$ cat config.mk
export PLATFORM = sky130hd
export DESIGN_NAME = zx_pager
export DESIGN_NICKNAME = d
export VERILOG_FILES = /design/src/rtl/zx_pager_pkg.sv /design/src/rtl/zx_io_wr_sync.sv /design/src/rtl/zx_pager.sv
export SDC_FILE = /design/constraint.sdc
export NUM_CORES = 1
export LEC_CHECK = 0
export ABC_AREA = 0
export CAP_MARGIN = 10
export CORE_MARGIN = 5
export CORE_UTILIZATION = 30
export CTS_CLUSTER_SIZE = 30
export DETAILED_ROUTE_END_ITERATION = 7
export PLACE_DENSITY = 0.81
export SETUP_SLACK_MARGIN = 0.1
export SLEW_MARGIN = 10
export SYNTH_ARGS = -nofsm -noshare
export SYNTH_HDL_FRONTEND = slang
export SYNTH_HIERARCHICAL = 1
export SYNTH_SLANG_ARGS = --single-unit
$ cat constraint.sdc
create_clock -name clkcpu -period 2.35 [get_ports clkcpu]
set_input_delay 0.3525 -clock clkcpu [delete_from_list [all_inputs] [get_ports clkcpu]]
set_output_delay 0.3525 -clock clkcpu [all_outputs]
set_load 0.02 [all_outputs]
$ cat src/rtl/zx_pager_pkg.sv
// Shared constants and types for the zx_pager memory paging controller:
// port decode, fixed bank numbers, special-map bank sets and write FSM states.
package zx_pager_pkg;

  // Loose #7FFD decode used by the plain 128K machine: A15=0, A1=0.
  localparam logic [15:0] PORT_7FFD_MASK    = 16'h8002;
  localparam logic [15:0] PORT_7FFD_VAL     = 16'h0000;
  // Tightened #7FFD decode when #1FFD is present: A15:14=01, A1=0.
  localparam logic [15:0] PORT_7FFD_MASK_P3 = 16'hC002;
  localparam logic [15:0] PORT_7FFD_VAL_P3  = 16'h4000;
  localparam logic [15:0] PORT_1FFD_MASK    = 16'hF002;
  localparam logic [15:0] PORT_1FFD_VAL     = 16'h1000;

  // Banks permanently mapped at #4000 and #8000 in the normal map.
  localparam logic [2:0] BANK_SCREEN = 3'd5;
  localparam logic [2:0] BANK_MID    = 3'd2;

  // Special (all-RAM) map: first index is r1ffd[2:1], second is a[15:14].
  localparam logic [2:0] SPECIAL_MAP [0:3][0:3] = '{
    '{3'd0, 3'd1, 3'd2, 3'd3},
    '{3'd4, 3'd5, 3'd6, 3'd7},
    '{3'd4, 3'd5, 3'd6, 3'd3},
    '{3'd4, 3'd7, 3'd6, 3'd3}
  };

  typedef enum logic [1:0] {
    WR_IDLE = 2'd0,
    WR_SEEN = 2'd1,
    WR_HOLD = 2'd2
  } wr_state_e;

endpackage

$ cat src/rtl/zx_io_wr_sync.sv
// Glitch-filtered I/O write detector: a write must be seen on two consecutive
// edges to commit, and only one commit is issued per I/O cycle.
module zx_io_wr_sync
  import zx_pager_pkg::*;
(
  input  logic clkcpu,
  input  logic rst_n,
  input  logic wc,
  input  logic n_iorq,
  output logic commit
);

  wr_state_e state, state_nxt;

  // NOTE: sequential state uses non-blocking assignments so every register
  // samples pre-edge values, independent of process ordering.
  always_ff @(posedge clkcpu or negedge rst_n) begin
    if (!rst_n) state <= WR_IDLE;
    else        state <= state_nxt;
  end

  // NOTE: every output of this block gets a default first, so no path leaves
  // a variable unassigned and no latch is inferred.
  always_comb begin
    state_nxt = state;
    commit    = 1'b0;
    unique case (state)
      WR_IDLE: if (wc) state_nxt = WR_SEEN;
      WR_SEEN: begin
        if (wc) begin
          state_nxt = WR_HOLD;
          commit    = 1'b1;
        end else begin
          state_nxt = WR_IDLE;
        end
      end
      WR_HOLD: if (n_iorq) state_nxt = WR_IDLE;
      default: state_nxt = WR_IDLE;
    endcase
  end

endmodule

$ cat src/rtl/zx_pager.sv
// Parametrised ZX Spectrum paging controller: #7FFD / optional #1FFD registers,
// lock handling and combinational bank/ROM/chip-select mapping.
module zx_pager
  import zx_pager_pkg::*;
#(
  parameter int BANK_W  = 3,
  parameter int ROM_W   = 1,
  parameter int EN_1FFD = 0
) (
  input  logic              clkcpu,
  input  logic              rst_n,
  input  logic [15:0]       a,
  input  logic [7:0]        d,
  input  logic              n_iorq,
  input  logic              n_mreq,
  input  logic              n_wr,
  input  logic              n_rd,
  input  logic              n_m1,
  output logic [BANK_W-1:0] ram_bank,
  output logic              ram_cs_n,
  output logic              rom_cs_n,
  output logic [ROM_W-1:0]  rom_page,
  output logic              vbank,
  output logic              locked,
  output logic              page_upd
);

  logic [7:0] r7ffd;
  logic [7:0] r1ffd;
  logic       wc;
  logic       commit;
  logic       hit_7ffd;
  logic       hit_1ffd;
  logic       wr_ok;
  logic       special;
  logic       rom_map;
  logic [5:0] top_full;
  logic [1:0] rom_full;
  logic       rd_unused;

  // Reads never change paging state.
  assign rd_unused = n_rd;

  assign wc = ~n_iorq & ~n_wr & n_m1;

  zx_io_wr_sync u_wr_sync (
    .clkcpu (clkcpu),
    .rst_n  (rst_n),
    .wc     (wc),
    .n_iorq (n_iorq),
    .commit (commit)
  );

  assign hit_7ffd = (EN_1FFD != 0) ? ((a & PORT_7FFD_MASK_P3) == PORT_7FFD_VAL_P3)
                                   : ((a & PORT_7FFD_MASK)    == PORT_7FFD_VAL);
  assign hit_1ffd = (EN_1FFD != 0) && ((a & PORT_1FFD_MASK) == PORT_1FFD_VAL);

  // On 1024K builds bit 5 is a bank bit, so the lock does not exist there.
  assign locked = (BANK_W < 6) ? r7ffd[5] : 1'b0;
  assign wr_ok  = commit & ~locked;

  always_ff @(posedge clkcpu or negedge rst_n) begin
    if (!rst_n) begin
      r7ffd    <= 8'h00;
      r1ffd    <= 8'h00;
      page_upd <= 1'b0;
    end else begin
      if (wr_ok && hit_7ffd) r7ffd <= d;
      if (wr_ok && hit_1ffd) r1ffd <= d;
      page_upd <= wr_ok && (hit_7ffd || hit_1ffd);
    end
  end

  assign top_full = {r7ffd[5], r7ffd[7], r7ffd[6], r7ffd[2:0]};
  assign rom_full = {(EN_1FFD != 0) && r1ffd[2], r7ffd[4]};
  assign rom_page = rom_full[ROM_W-1:0];
  assign vbank    = r7ffd[3];
  assign special  = (EN_1FFD != 0) && r1ffd[0];

  always_comb begin
    rom_map  = 1'b0;
    ram_bank = '0;
    if (special) begin
      ram_bank = BANK_W'(SPECIAL_MAP[r1ffd[2:1]][a[15:14]]);
    end else begin
      unique case (a[15:14])
        2'b00: rom_map  = 1'b1;
        2'b01: ram_bank = BANK_W'(BANK_SCREEN);
        2'b10: ram_bank = BANK_W'(BANK_MID);
        2'b11: ram_bank = top_full[BANK_W-1:0];
        default: ram_bank = '0;
      endcase
    end
  end

  assign rom_cs_n = ~(~n_mreq &  rom_map);
  assign ram_cs_n = ~(~n_mreq & ~rom_map);

endmodule

==> out/highlights.md, run 1 <==
Outcome
* finished, final reports clean — outcome

Logic synthesis
* 55.38% — share of synthesized area occupied by flip-flops and latches
* 11 — number of distinct library cells after synthesis
* 9 — flip-flop and latch count after synthesis
* 30 — Cells after Synth
* 406.6 um2 — synthesized chip area reported by yosys
* 0 — count of flip-flops with a built-in enable after synthesis
* 13.55 um2 — mean instance size in the synthesized netlist
* sky130_fd_sc_hd__dfrtp_1 — Post-synth top flop
* sky130_fd_sc_hd__dfrtp_1 (9), sky130_fd_sc_hd__mux2_2 (5), sky130_fd_sc_hd__nor3b_1 (4), sky130_fd_sc_hd__a21boi_0 (3), sky130_fd_sc_hd__inv_1 (3) — Synth top cells by count
* 55.38% — top cell type's share of synthesized area

Global routing
* 0 — number of antenna violations at the first check in global routing
* 1435 um — wire length of the first global-routing pass
* 10 — maximum number of pins on one net before global-route repair
* met2 — global-route layer with the greatest usage

STA
* 70.71% — worst max-slew margin expressed relative to the limit
* 0 — count of endpoints failing setup in the final report
* false — unrepaired setup endpoints after global routing

Layout
* 691.9 um2 — post-route standard cell area excluding fillers
* 90 — final net count

Power and ir drop
* 47.6% — fraction of power consumed by sequential logic
* 82.71 uW — power dissipated by switching net loads
* 23.20% — proportion of total power due to net switching
* 73.4 uW — Combinational Power
* 356.6 uW — Overall Power
* 31.8% — Clk pwr share
* 114 uW — reported clock group power
* 0.3031 nW — Leak

Place
* 69 — cell total after placement
* 0.6622 — RD Place Congestion
* 776.1 um — placed wire-length estimate

Floorplanning
* 31.65% — FP Core Util
* 40 — top-level I/O count
* 46.82 um — width of the die

Clock tree
* 0 — number of gates resized after CTS
* 3 — number of CTS-inserted buffers

Worst setup path
* primary output — Crit. End Element
* 3 — depth of the most critical reg-to-reg path
* u_wr_sync/state[1] — launch instance of the worst register-to-register path
* 0.82 ns — Reg2Reg Setup Slack
* ram_bank[1] — end of the critical path
* 6 — highest net fanout along the worst path

Drt
* 329 — via count
* 0 — DRT antenna net count
* 0 — Residual DRC

Job
* 42 — number of warnings in the stage logs
* 0 — max-cap viol count

Worst hold path
* in2async — min-delay worst type

[run 1: critical path, delay by kind of cell]
family | cells | cell delay (ns)
buffers and inverters | 2 | 1.20
AOI/OAI and AO/OA | 1 | 0.22
[run 1: cell families (layout without fill, tap and decap cells)]
family	Yosys count	in the layout	synth area share, %
simple gates	8	8	18.77
mux	5	5	13.85
compound gates	5	5	9.232
buf+inv	3	31	2.769
flops	9	9	55.39
[run 1: final cells by class]
cell class                      count  area, um2
Clock buffer                        4      26.28
Sequential cell                     9      225.2
Tap cell                           15      18.77
Inverter                            3      11.26
Multi-Input combinational cell     18      170.2
Timing Repair Buffer               24      240.2
Fill cell                         128      593.1
[run 1: registers in the layout, summed over array words and instances (netlist names)]
name,cells
u_wr_sync/state,2
r7ffd,6
page_upd,1
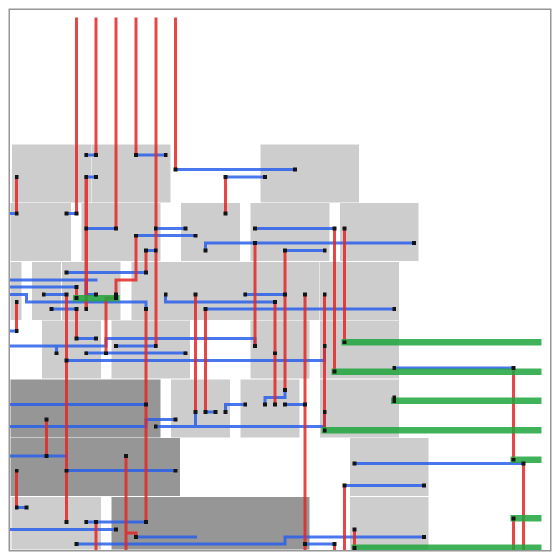
(run_1/detail.png)
Region (22, 22) to (47, 47) um. Cells in gray, sequential cells in the stronger gray; small squares are vias.
| color | layer |
|---|---|
| green | metal 3 |
| blue | metal 1 |
| red | metal 2 |
netlist names of flops here include: r7ffd (2), page_upd (1)
cells with their middle in the window: 25
most frequent: clkdlybuf4s50_1 (12), dfrtp_1 (3)
sequential cells in the window: 3

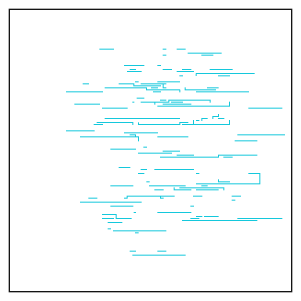
(run_1/layer_met1.png)
Scale: 6 px per um.
longest straight run: 12.4 um
nets with wire on the layer: 61
wire length on this layer: 400 um
main direction: horizontal
share of all routed wire: 41%

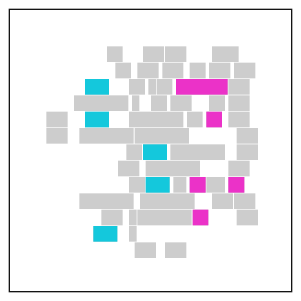
(run_1/logic_types.png)
Scale: 6 px per um.
| color | family | cells |
|---|---|---|
| cyan | mux cells | 5 |
| magenta | nor cells | 5 |

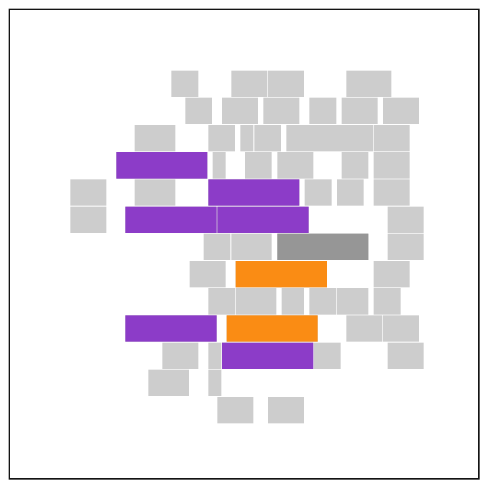
(run_1/flops_by_reg.png)
Scale: 10 px per um. Other sequential cells in the stronger gray, the rest of the logic in the fainter gray.
| color | netlist name | placed flops |
|---|---|---|
| orange | u_wr_sync/state | 2 |
| purple | r7ffd | 6 |
not colored: 1

==> run 2, diff against run 1 <==
Settings changed: CORE_UTILIZATION 30 to 25, PLACE_DENSITY 0.81 to 0.73.
Clock period 2.35 ns to 1.8 ns, I/O delays scaled along.
==> out/highlights.md, run 2 <==
Logic synthesis
* sky130_fd_sc_hd__dfrtp_1 — Post-synth top flop
* 9.231% — AND-OR/OR-AND share of the synthesized area
* sky130_fd_sc_hd__dfrtp_1 (9), sky130_fd_sc_hd__mux2_2 (5), sky130_fd_sc_hd__nor3b_1 (4), sky130_fd_sc_hd__a21boi_0 (3), sky130_fd_sc_hd__inv_1 (3) — Synth top cells by count
* simple AND/OR/NAND/NOR gates — main logic family after synthesis
* 11 — number of distinct library cells after synthesis
* 18.77% — area share of and/or/nand/nor cells after synthesis
* 0 — count of flip-flops with a built-in enable after synthesis
* 9 — flip-flop and latch count after synthesis
* 55.38% — share of synthesized area occupied by flip-flops and latches
* 13.85% — Mux area share
* 406.6 um2 — synthesized chip area reported by yosys
* 0% — area fraction in full adders, half adders and majority gates

Floorplanning
* 26.68% — FP Core Util
* 40 — top-level I/O count
* 16 — number of tap cells inserted

Layout
* 30.35% — share of the final layout cell area in sequential cells
* 4 — total of clock buffers placed in the layout
* 148 — filler cell count in the final layout
* 96 — final net count
* buffers — leading cell category by total area
* 30 — non-clock buffer total of the final layout
* r7ffd — top register by number of flip-flops
* 3.541% — Clock buf/inv share
* 3 — count of inverters not on the clock network in the layout
* 742.0 um2 — post-route standard cell area excluding fillers
* 178.9 um2 — combinational cell area excluding buffers and inverters
* 225.2 um2 — sequential cell area

Outcome
* finished, final reports clean — outcome

Place
* 780.8 um — placed wire-length estimate
* 74 — cell total after placement

Worst hold path
* in2async — min-delay worst type

Power and ir drop
* 46.8% — fraction of power consumed by sequential logic
* 32.6% — Clk pwr share

STA
* 0 — count of endpoints failing setup in the final report
* 73.34% — worst max-slew margin expressed relative to the limit

Drt
* 359 — via count
* 0 — DRT antenna net count

Global routing
* 10 — maximum number of pins on one net before global-route repair
* 0 — number of antenna violations at the first check in global routing
* met2 — global-route layer with the greatest usage
* 1545 um — wire length of the first global-routing pass

Worst setup path
* 2 — crit path buf inv count
* register — Crit. End Element

Clock tree
* 3 — number of CTS-inserted buffers

Job
* 0 — max-cap viol count

==> run 2: what timing repair did <==
action,CTS,global route
buffers inserted,1,1
pin swaps,1,1
resized,10,6
setup endpoints to repair,10,6
==> run 2: path summary, 6_finish.rpt <==
check                                     end                from  depth (start not counted)  slack (ns)
hold / removal                       r7ffd[1]               rst_n                          1        0.30
min in group clkcpu        u_wr_sync/state[0]  u_wr_sync/state[1]                          1        0.45
hold reg to reg            u_wr_sync/state[0]  u_wr_sync/state[1]                          1        0.45
max in group asynchronous            r7ffd[3]               rst_n                          1        1.22
setup reg to reg                     r7ffd[2]  u_wr_sync/state[1]                          4        0.34
setup / recovery                     r7ffd[2]                n_m1                          6        0.14
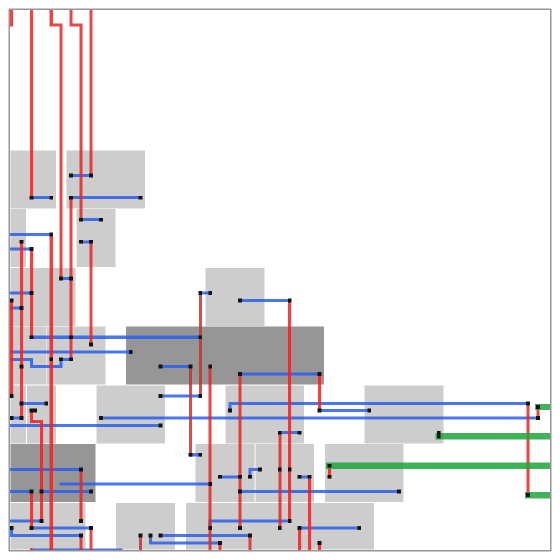
(run_2/detail.png)
Region (25, 25) to (50, 50) um. Cells in gray, sequential cells in the stronger gray; small squares are vias.
| color | layer |
|---|---|
| green | metal 3 |
| blue | metal 1 |
| red | metal 2 |
sequential cells in the window: 1
netlist names of flops here include: r7ffd (1)
most frequent: clkdlybuf4s50_1 (4), dlygate4sd2_1 (3)
cells with their middle in the window: 18

==> run 3, diff against run 2 <==
Settings changed: SLEW_MARGIN 10 to 0.
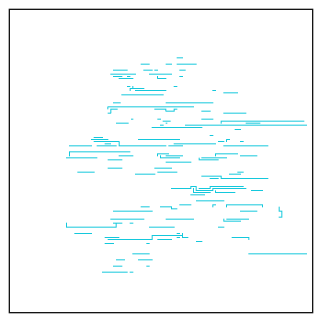
(run_3/layer_met1.png)
Scale: 6 px per um.
via count: 359
met1 GRT Util: 8.394%
Routed WL: 989 um

==> out/highlights.md, run 3 <==
Logic synthesis
* 0 — count of flip-flops with a built-in enable after synthesis
* 30 — Cells after Synth
* 0% — area fraction in full adders, half adders and majority gates
* 13.85% — Mux area share
* sky130_fd_sc_hd__dfrtp_1 (9), sky130_fd_sc_hd__mux2_2 (5), sky130_fd_sc_hd__nor3b_1 (4), sky130_fd_sc_hd__a21boi_0 (3), sky130_fd_sc_hd__inv_1 (3) — Synth top cells by count

Layout
* 148 — filler cell count in the final layout
* 6 — max FFs per register
* 30.35% — share of the final layout cell area in sequential cells
* 178.9 um2 — combinational cell area excluding buffers and inverters
* 3.541% — Clock buf/inv share
* 18 — multi-input gates
* buffers — leading cell category by total area

Worst setup path
* register — Crit. End Element
* r7ffd[2] — end of the critical path
* 0.34 ns — Reg2Reg Setup Slack
* 2 — crit path buf inv count
* n_m1 — startpoint of the most critical setup path
* 6 — Worst path depth
* r7ffd[2] — capturing point of the worst reg2reg path

Power and ir drop
* 46.8% — fraction of power consumed by sequential logic
* 113.6 uW — power dissipated by switching net loads
* 97.4 uW — Combinational Power

Floorplanning
* 26.68% — FP Core Util
* 50.33 um — width of the die

Worst hold path
* in2async — min-delay worst type

Clock tree
* 3 — number of CTS-inserted buffers

Global routing
* 10 — maximum number of pins on one net before global-route repair
* 1545 um — wire length of the first global-routing pass
* 0 — number of antenna violations at the first check in global routing
* met2 — global-route layer with the greatest usage

Outcome
* finished, final reports clean — outcome

STA
* 73.34% — worst max-slew margin expressed relative to the limit

Job
* 0 — max-cap viol count

[run 3: cell counts in the layout (fill, tap and decap cells not counted)]
Identical to the previous run, type by type.
[run 3: repair_timing]
item,in CTS,in global routing
endpoints found under the setup margin,10,6
buffers inserted,1,1
pin swaps,1,1
gates resized,10,6
hold buffers,0,0
cloned,0,0
[run 3: per-stage QoR]
step / setup TNS, ns / power (mW) / instance area [um2] / setup slack [ns]
after floorplan: 0 / 0.2573 / 406.6 / 0.3376
after global placement: -1.615 / 0.3239 / 694.4 / -0.2332
after detailed placement: -1.940 / 0.3259 / 694.4 / -0.2495
after CTS: 0 / 0.4784 / 721.9 / 0.1078
after global routing: 0 / 0.4985 / 742.0 / 0.08155
final: 0 / 0.4723 / 742.0 / 0.1356
Power is estimated from default activity; no workload was simulated.
